**config.mk**
```make
export PLATFORM = sky130hd
export DESIGN_NAME = namuru_evt_ctrl
export DESIGN_NICKNAME = d
export VERILOG_FILES = /design/src/rtl/namuru_evt_pkg.sv /design/src/rtl/namuru_evt_sync.sv /design/src/rtl/namuru_evt_ctrl.sv
export SDC_FILE = /design/constraint.sdc
export NUM_CORES = 1
export LEC_CHECK = 0
export ABC_AREA = 1
export CORE_MARGIN = 2
export CORE_UTILIZATION = 35
export CTS_CLUSTER_SIZE = 10
export DETAILED_ROUTE_END_ITERATION = 16
export GPL_TIMING_DRIVEN = 0
export HOLD_SLACK_MARGIN = 0.08
export PLACE_DENSITY = 0.59
export SLEW_MARGIN = 20
export SYNTH_ARGS = -nofsm -noshare
export SYNTH_HDL_FRONTEND = slang
export SYNTH_SLANG_ARGS = --single-unit
```
**constraint.sdc**
```tcl
create_clock -name sys_clk -period 4.2 [get_ports sys_clk]
set_clock_uncertainty 0.15 [all_clocks]
set_input_delay 0.63 -clock sys_clk [delete_from_list [all_inputs] [get_ports sys_clk]]
set_output_delay 0.63 -clock sys_clk [all_outputs]
set_load 0.02 [all_outputs]
```
**src/rtl/namuru_evt_pkg.sv**
```systemverilog
// -----------------------------------------------------------------------------
// namuru_evt_pkg
// Shared constants for the Namuru event controller: CSR word indices,
// CTRL bit positions and the OVERRUN saturation limit.
// Optional feature macro used by the bank: NAMURU_EVT_POL_EN.
// -----------------------------------------------------------------------------
package namuru_evt_pkg;

    // CSR word indices (csr_a[3:0])
    localparam logic [3:0] REG_CTRL      = 4'd0;
    localparam logic [3:0] REG_MASK      = 4'd1;
    localparam logic [3:0] REG_PENDING   = 4'd2;
    localparam logic [3:0] REG_OVERRUN   = 4'd3;
    localparam logic [3:0] REG_TIMESTAMP = 4'd4;
    localparam logic [3:0] REG_POL       = 4'd5;
    localparam logic [3:0] REG_EVTS_BASE = 4'd8;

    // CTRL bit positions
    localparam int unsigned CTRL_ENABLE   = 0;
    localparam int unsigned CTRL_TS_CLEAR = 1;

    localparam logic [15:0] OVERRUN_MAX = 16'hFFFF;

endpackage

```
**src/rtl/namuru_evt_sync.sv**
```systemverilog
// -----------------------------------------------------------------------------
// namuru_evt_sync
// DEPTH-stage level synchronizer followed by an edge detector for one event
// source. The detected edge is a one-cycle pulse.
//   sys_clk    in  system clock
//   sys_rst    in  synchronous active-high reset (clears all stages)
//   ev_in      in  raw asynchronous event level
//   pol        in  active edge select: 0 rising, 1 falling
//   edge_pulse out one-cycle pulse on the selected edge of the synced level
// -----------------------------------------------------------------------------
module namuru_evt_sync #(
    parameter int unsigned DEPTH = 4
) (
    input  logic sys_clk,
    input  logic sys_rst,
    input  logic ev_in,
    input  logic pol,
    output logic edge_pulse
);

    logic [DEPTH-1:0] stages;
    logic             prev;
    logic             synced;

    assign synced = stages[DEPTH-1];

    always_ff @(posedge sys_clk) begin
        if (sys_rst) begin
            stages <= '0;
            prev   <= 1'b0;
        end else begin
            stages <= {stages[DEPTH-2:0], ev_in};
            prev   <= synced;
        end
    end

    // synced and prev are compared under the same polarity, so a POL change
    // on a steady level never produces a pulse.
    assign edge_pulse = pol ? (prev & ~synced) : (synced & ~prev);

endmodule

```
**src/rtl/namuru_evt_ctrl.sv**
```systemverilog
// -----------------------------------------------------------------------------
// namuru_evt_ctrl
// sys_clk-domain event controller for the Namuru GPS correlator. Each raw
// event level is synchronized and edge-detected; an edge sets a pending flag,
// latches the free-running timestamp and may bump the saturating overrun
// counter. A single maskable level IRQ is exposed through a CSR slave.
// Optional feature: define NAMURU_EVT_POL_EN for per-source edge polarity (POL).
//   sys_clk  in  system clock
//   sys_rst  in  synchronous active-high reset
//   csr_a    in  CSR address ([13:10] bank, [3:0] word index)
//   csr_we   in  CSR write strobe
//   csr_di   in  CSR write data
//   csr_do   out CSR read data, registered, 0 when bank not selected
//   ev_in    in  raw asynchronous event levels
//   irq      out registered level interrupt = |(PENDING & MASK)
// -----------------------------------------------------------------------------
module namuru_evt_ctrl
    import namuru_evt_pkg::*;
#(
    parameter logic [3:0]  csr_addr = 4'h0,
    parameter int unsigned NEV      = 2,
    parameter int unsigned DEPTH    = 4
) (
    input  logic           sys_clk,
    input  logic           sys_rst,
    input  logic [13:0]    csr_a,
    input  logic           csr_we,
    input  logic [31:0]    csr_di,
    output logic [31:0]    csr_do,
    input  logic [NEV-1:0] ev_in,
    output logic           irq
);

    logic           enable;
    logic [NEV-1:0] mask;
    logic [NEV-1:0] pending;
    logic [15:0]    overrun;
    logic [31:0]    timestamp;
    logic [31:0]    evts [NEV];
    logic [NEV-1:0] pol_eff;

    logic           sel;
    logic [3:0]     idx;
    logic           wr;
    logic [NEV-1:0] edges;
    logic [NEV-1:0] evs;
    logic [NEV-1:0] clr;
    logic           ovf;
    logic           ts_clr;
    logic [31:0]    rd;

    logic           unused_bits;
    assign unused_bits = ^{csr_a[9:4], csr_di};

    assign sel = (csr_a[13:10] == csr_addr);
    assign idx = csr_a[3:0];
    assign wr  = csr_we & sel;

`ifdef NAMURU_EVT_POL_EN
    logic [NEV-1:0] pol;
    always_ff @(posedge sys_clk) begin
        if (sys_rst)
            pol <= '0;
        else if (wr && idx == REG_POL)
            pol <= csr_di[NEV-1:0];
    end
    assign pol_eff = pol;
`else
    assign pol_eff = '0;
`endif

    for (genvar k = 0; k < NEV; k++) begin : g_sync
        namuru_evt_sync #(.DEPTH(DEPTH)) u_sync (
            .sys_clk    (sys_clk),
            .sys_rst    (sys_rst),
            .ev_in      (ev_in[k]),
            .pol        (pol_eff[k]),
            .edge_pulse (edges[k])
        );
    end

    always_comb begin
        clr    = (wr && idx == REG_PENDING) ? csr_di[NEV-1:0] : '0;
        evs    = enable ? edges : '0;
        // A set in the same cycle as its own W1C is not an overrun; several
        // sources overrunning together count once.
        ovf    = |(evs & pending & ~clr);
        ts_clr = wr && (idx == REG_CTRL) && csr_di[CTRL_TS_CLEAR];

        rd = '0;
        case (idx)
            REG_CTRL:      rd[CTRL_ENABLE] = enable;
            REG_MASK:      rd[NEV-1:0]     = mask;
            REG_PENDING:   rd[NEV-1:0]     = pending;
            REG_OVERRUN:   rd[15:0]        = overrun;
            REG_TIMESTAMP: rd              = timestamp;
`ifdef NAMURU_EVT_POL_EN
            REG_POL:       rd[NEV-1:0]     = pol;
`endif
            default: begin
                for (int unsigned k = 0; k < NEV; k++) begin
                    if (idx == REG_EVTS_BASE + 4'(k))
                        rd = evts[k];
                end
            end
        endcase
    end

    always_ff @(posedge sys_clk) begin
        if (sys_rst) begin
            enable    <= 1'b0;
            mask      <= '0;
            pending   <= '0;
            overrun   <= '0;
            timestamp <= '0;
            for (int unsigned k = 0; k < NEV; k++)
                evts[k] <= '0;
            csr_do    <= '0;
            irq       <= 1'b0;
        end else begin
            timestamp <= ts_clr ? '0 : timestamp + 32'd1;

            if (wr && idx == REG_CTRL)
                enable <= csr_di[CTRL_ENABLE];
            if (wr && idx == REG_MASK)
                mask <= csr_di[NEV-1:0];

            pending <= (pending & ~clr) | evs;

            // Latch the pre-increment / pre-clear timestamp.
            for (int unsigned k = 0; k < NEV; k++) begin
                if (evs[k])
                    evts[k] <= timestamp;
            end

            if (wr && idx == REG_OVERRUN)
                overrun <= '0;
            else if (ovf && overrun != OVERRUN_MAX)
                overrun <= overrun + 16'd1;

            csr_do <= sel ? rd : '0;
            irq    <= |(pending & mask);
        end
    end

endmodule

```
Run 1, port wiring:
Bar = 50 um.
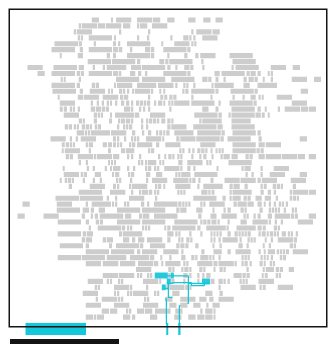
- cyan: `csr_di` (bits 32; direction input; edge south; end cells 6; buffers 2; wire 87.1 um)

Run 1, congestion heat map:
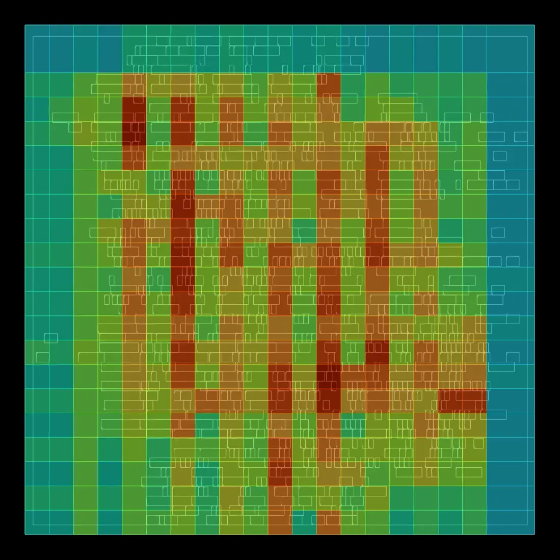
routing usage on met2: 27.96%
Tot GR Track Use: 16.94%
met1 global-route usage: 22.68%

==> results.sh, run 1 <==
# yosys + openroad results
export IMPL_crit_type="in2reg"
export IMPL_muxShareOfSynthArea_pct=0
export IMPL_vias=5570
export IMPL_placementRows=51
export IMPL_dieArea_um2=20920
export IMPL_clock_buffers=19
export IMPL_drive_gt1_share_pct=8.324
export IMPL_dominant_cells="registers"
export IMPL_power_leakage_nw=2.845
export IMPL_min_path_cells=2
export IMPL_core_um2=19460
export IMPL_min_period_ps=2353
export IMPL_outcome="finished clean"
export IMPL_cts_root_buf="clkbuf_16"
export IMPL_worstRegToRegCells=7
export IMPL_ys_area_um2=6924
export IMPL_warning_count=62
export IMPL_fillers=1950
export IMPL_flop_count=160
export IMPL_inverters=103
export IMPL_lay_top_cells="nand2_1, nor2_1, nand3_1"
export IMPL_wl_met2_mm=7.880
export IMPL_firstDrtPassIters=5
export IMPL_r2r_start="enable$_SDFFE_PP0P_"
export IMPL_holdBufCountCts=0
export IMPL_grt_busiest_layer="met2"
export IMPL_syn_to_final_growth_pct=19.99
export IMPL_cts_buffers=17
export IMPL_whs_endpoint="g_sync[0].u_sync.stages[3]$_SDFF_PP0_"
export IMPL_final_clk_cell_share_pct=6.581
export IMPL_final_seq_area_um2=3844
export IMPL_power_density_nw_per_um2=384.8
export IMPL_pre_cts_slack_ps=1316
export IMPL_p_total_w=0.003197
export IMPL_place_hpwl_mm=12.15
export IMPL_layout_nonclk_buf_share_pct=7.620
export IMPL_grt_max_degree=25
export IMPL_endpoint_kind="flop"
export IMPL_grt_pass1_wl_mm=27.11
export IMPL_wire_per_inst_um=14.42
export IMPL_logic_family="simple AND/OR/NAND/NOR gates"
export IMPL_ys_sh_aoi_pct=8.077
export IMPL_h_tree_depth=4
export IMPL_cts_tree="yes"
export IMPL_nets=941
export IMPL_cts_clk_slew_worst_paths_ps=60
export IMPL_diodes=0
export IMPL_clkSinkCount=160
export IMPL_startpoint="csr_a[11]"
export IMPL_fin_setup_tns_ps=0
export IMPL_start_kind="input pin"
export IMPL_yosysWarningCount=0
export IMPL_overflow=0
export IMPL_netlist_area_um2=6924
export IMPL_flop_cell="dfxtp_1"
export IMPL_cts_buffer_depth=2
export IMPL_post_cts_buffers=0
export IMPL_n_all_buffers=77
export IMPL_chipHeight_um=144.7
export IMPL_routabilityCongestion=0.8556
export IMPL_io_pins=84
export IMPL_syn_num_nets=874
export IMPL_required_ps=4380
export IMPL_setup_viol=0
export IMPL_vdd_drop_max_uv=258.3
export IMPL_yosysSeqAreaShare_pct=55.51
export IMPL_final_common_cell="nand2_1"
export IMPL_synthArstFlopShare_pct=0
export IMPL_top_layer="met4"
export IMPL_largest_register="evts"
Run 1, sequential cells coloured by netlist name:
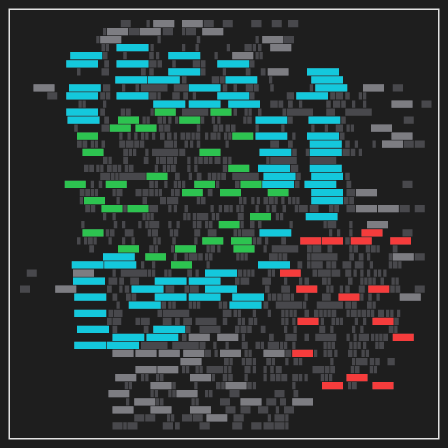
- green: `timestamp` (flops 32)
- red: `overrun` (flops 16)
- cyan: `evts` (flops 64)

-- run 1: Yosys cell counts (2+ instances only) --
| cell | n | area, um2 |
|---|---|---|
| nor4_1 | 2 | 12.51 |
| a41oi_1 | 14 | 122.6 |
| inv_2 | 2 | 7.510 |
| nand2_2 | 4 | 25.02 |
| nand3_1 | 105 | 525.5 |
| a31oi_1 | 2 | 12.51 |
| nor3_1 | 17 | 85.08 |
| nor2_1 | 109 | 409.1 |
| o21ai_0 | 11 | 55.05 |
| o211ai_1 | 16 | 120.1 |
| inv_1 | 100 | 375.4 |
| clkbuf_1 | 16 | 60.06 |
| nand2_4 | 2 | 22.52 |
| xor2_1 | 6 | 52.55 |
| nor2_4 | 4 | 45.04 |
| buf_2 | 10 | 50.05 |
| nand4_1 | 9 | 56.30 |
| a21oi_1 | 42 | 210.2 |
| dfxtp_1 | 96 | 1922 |
| edfxtp_1 | 64 | 1922 |
| nor3_2 | 2 | 20.02 |
| nand2_1 | 165 | 619.3 |
| ha_1 | 2 | 25.02 |
| nor2_2 | 10 | 62.56 |
-- run 1: worst max-delay path: stages --
cell             delay (ps)
clkdlybuf4s50_1         400
nor2_1                  100
nand2_1                 100
nor2_2                  450
inv_1                   270
buf_1                   300
a41oi_1                 290
-- run 1: metrics by stage --
step / area [um2] / instances / util, %
4_1_cts: 8308 / 1166 / 42.69
6_report: 8308 / 1166 / 42.69
2_1_floorplan: 6924 / 821 / -
5_1_grt: 8308 / 1166 / 42.69
3_5_place_dp: 7761 / 1134 / 39.88
3_3_place_gp: 7716 / 1132 / 39.65
-- run 1: power breakdown --
part / total (W) / switching (W) / internal [W]
Combinational: 0.000110 / 0.0000768 / 0.0000333
Clock: 0.00144 / 0.000659 / 0.000782
Sequential: 0.00165 / 0.00000876 / 0.00164
Total: 0.00320 / 0.000744 / 0.00245
==> inputs of run 2 (changes only) <==
clock period = 2.4 ns   (was 4.2 ns; I/O delays follow)
Run 2, the metal 1 layer:
Supply wires on this layer in grey. Cells faint in the background.
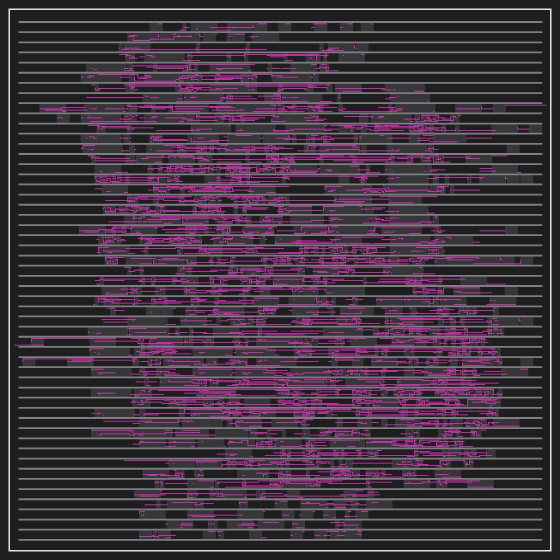
- wire length on this layer: 8040 um
- nets with wire on the layer: 844
WL final: 16.82 mm
vias: 5570

==> results.sh, run 2 <==
# yosys + openroad results
export IMPL_outcome="finished clean"
export IMPL_cts_root_buf="clkbuf_16"
export IMPL_slowest_stage="nor2_2"
export IMPL_fin_setup_tns_ps=0
export IMPL_grt_busiest_layer="met2"
export IMPL_core_um2=19460
export IMPL_grt_util_all_layers_pct=16.94
export IMPL_fp_util_pct=35.58
export IMPL_drive_gt1_share_pct=8.324
export IMPL_netlist_area_um2=6924
export IMPL_warning_count=62
export IMPL_ys_area_um2=6924
export IMPL_yosysSeqAreaShare_pct=55.51
export IMPL_startpoint="csr_a[11]"
export IMPL_largest_register="evts"
export IMPL_syn_to_final_growth_pct=19.99
export IMPL_finish_cell_count_without_fillers=1166
export IMPL_crit_type="in2reg"
export IMPL_grt_use_met1_pct=22.68
export IMPL_dieArea_um2=20920
export IMPL_wire_per_inst_um=14.42
export IMPL_fillers=1950
export IMPL_cpPeakStageDelay_ps=450
export IMPL_yosys_area_top_type_share_pct=27.76
export IMPL_diodes=0
export IMPL_place_area_um2=7761
export IMPL_grt_max_degree=25
export IMPL_top_layer="met4"
export IMPL_overflow=0
export IMPL_global_route_usage_met2_pct=27.96
export IMPL_power_density_nw_per_um2=673.4
export IMPL_vdd_drop_max_uv=452.0
export IMPL_yosysWarningCount=0
export IMPL_placementRows=51
export IMPL_cts_buffer_depth=2
export IMPL_firstDrtPassIters=5
export IMPL_required_ps=2580
export IMPL_cp_top_family="buffers and inverters"
export IMPL_syn_num_nets=874
export IMPL_final_cell_area_um2=8308
export IMPL_endpoint_kind="flop"
export IMPL_setup_viol=0
export IMPL_synthArstFlopShare_pct=0
export IMPL_edf_count=64
export IMPL_chipHeight_um=144.7
export IMPL_holdBufCountCts=0
export IMPL_grt_pass1_wl_mm=27.11
export IMPL_nets=941
export IMPL_largest_area_cell="dfxtp_1"
export IMPL_critPathBufInv=3
export IMPL_cts_tree="yes"
export IMPL_start_kind="input pin"
export IMPL_cts_clk_slew_worst_paths_ps=70
export IMPL_cp_cell_sequence="clkdlybuf4s50_1 -> nor2_1 -> nand2_1 -> nor2_2 -> inv_1 -> buf_1 -> a41oi_1"
export IMPL_top_cells_by_count="nand2_1, nor2_1, nand3_1"
export IMPL_cts_buffers=17
export IMPL_clkSinkCount=160
export IMPL_post_cts_buffers=0
export IMPL_wl_met2_mm=7.880
export IMPL_flop_cell="dfxtp_1"
export IMPL_io_pins=84
export IMPL_final_common_cell="nand2_1"
export IMPL_area_leaders="dfxtp_1, edfxtp_1, nand2_1"
export IMPL_yosys_cells=821
export IMPL_power_leakage_nw=2.845
export IMPL_place_inst=1134
export IMPL_routabilityCongestion=0.8556
export IMPL_lay_top_cells="nand2_1, nor2_1, nand3_1"
[run 2: cell counts in the layout (fill, tap and decap cells not counted)]
No cell type changed its count.
[run 2: metrics by stage]
stage / worst slack, ps / total power, W / hold WS (ps)
2_1_floorplan: 512.3 / 0.003047 / 238.3
6_report: 317.5 / 0.005595 / 107.8
5_1_grt: 82.22 / 0.005772 / 117.4
4_1_cts: 231.2 / 0.005628 / 97.23
3_5_place_dp: -214.1 / 0.003135 / 245.2
3_3_place_gp: -197.0 / 0.003127 / 240.5
[run 2: kinds of logic after synthesis]
logic type	share of synthesized area [%]
AND/OR/NAND/NOR	27.63
adder cells (fa/ha/maj)	0.3613
flip-flops	55.51
buffers and inverters	7.535
XOR/XNOR	0.8855
AND-OR/OR-AND	8.078
[run 2: cell type report]
| type | count | area (um2) | area share [%] |
|---|---|---|---|
| Inverter | 103 | 389.1 | 4.684 |
| Clock inverter | 13 | 103.9 | 1.250 |
| Tap cell | 265 | 331.6 | 3.991 |
| Buffer | 29 | 132.6 | 1.596 |
| Sequential cell | 160 | 3844 | 46.27 |
| Clock buffer | 19 | 442.9 | 5.331 |
| Timing Repair Buffer | 48 | 500.5 | 6.024 |
| Multi-Input combinational cell | 529 | 2564 | 30.86 |
[run 2: path summary, 6_finish.rpt]
kind	cells after the start	to	slack [ps]
worst max-delay path	7	csr_do[7]$_SDFF_PP0_	320
worst min-delay path	2	pending[0]$_SDFF_PP0_	110
worst max register to register	7	evts[0][23]$_DFFE_PP_	420
worst min register to register	2	g_sync[0].u_sync.stages[3]$_SDFF_PP0_	250
[run 2: report_power, final]
part | leakage, nW | switching (W) | internal, W
clock | 0.265 | 0.00115 | 0.00137
sequential | 1.44 | 0.0000153 | 0.00287
combinational | 1.14 | 0.000134 | 0.0000584
total | 2.84 | 0.00130 | 0.00429
Power is estimated from default activity; no workload was simulated.
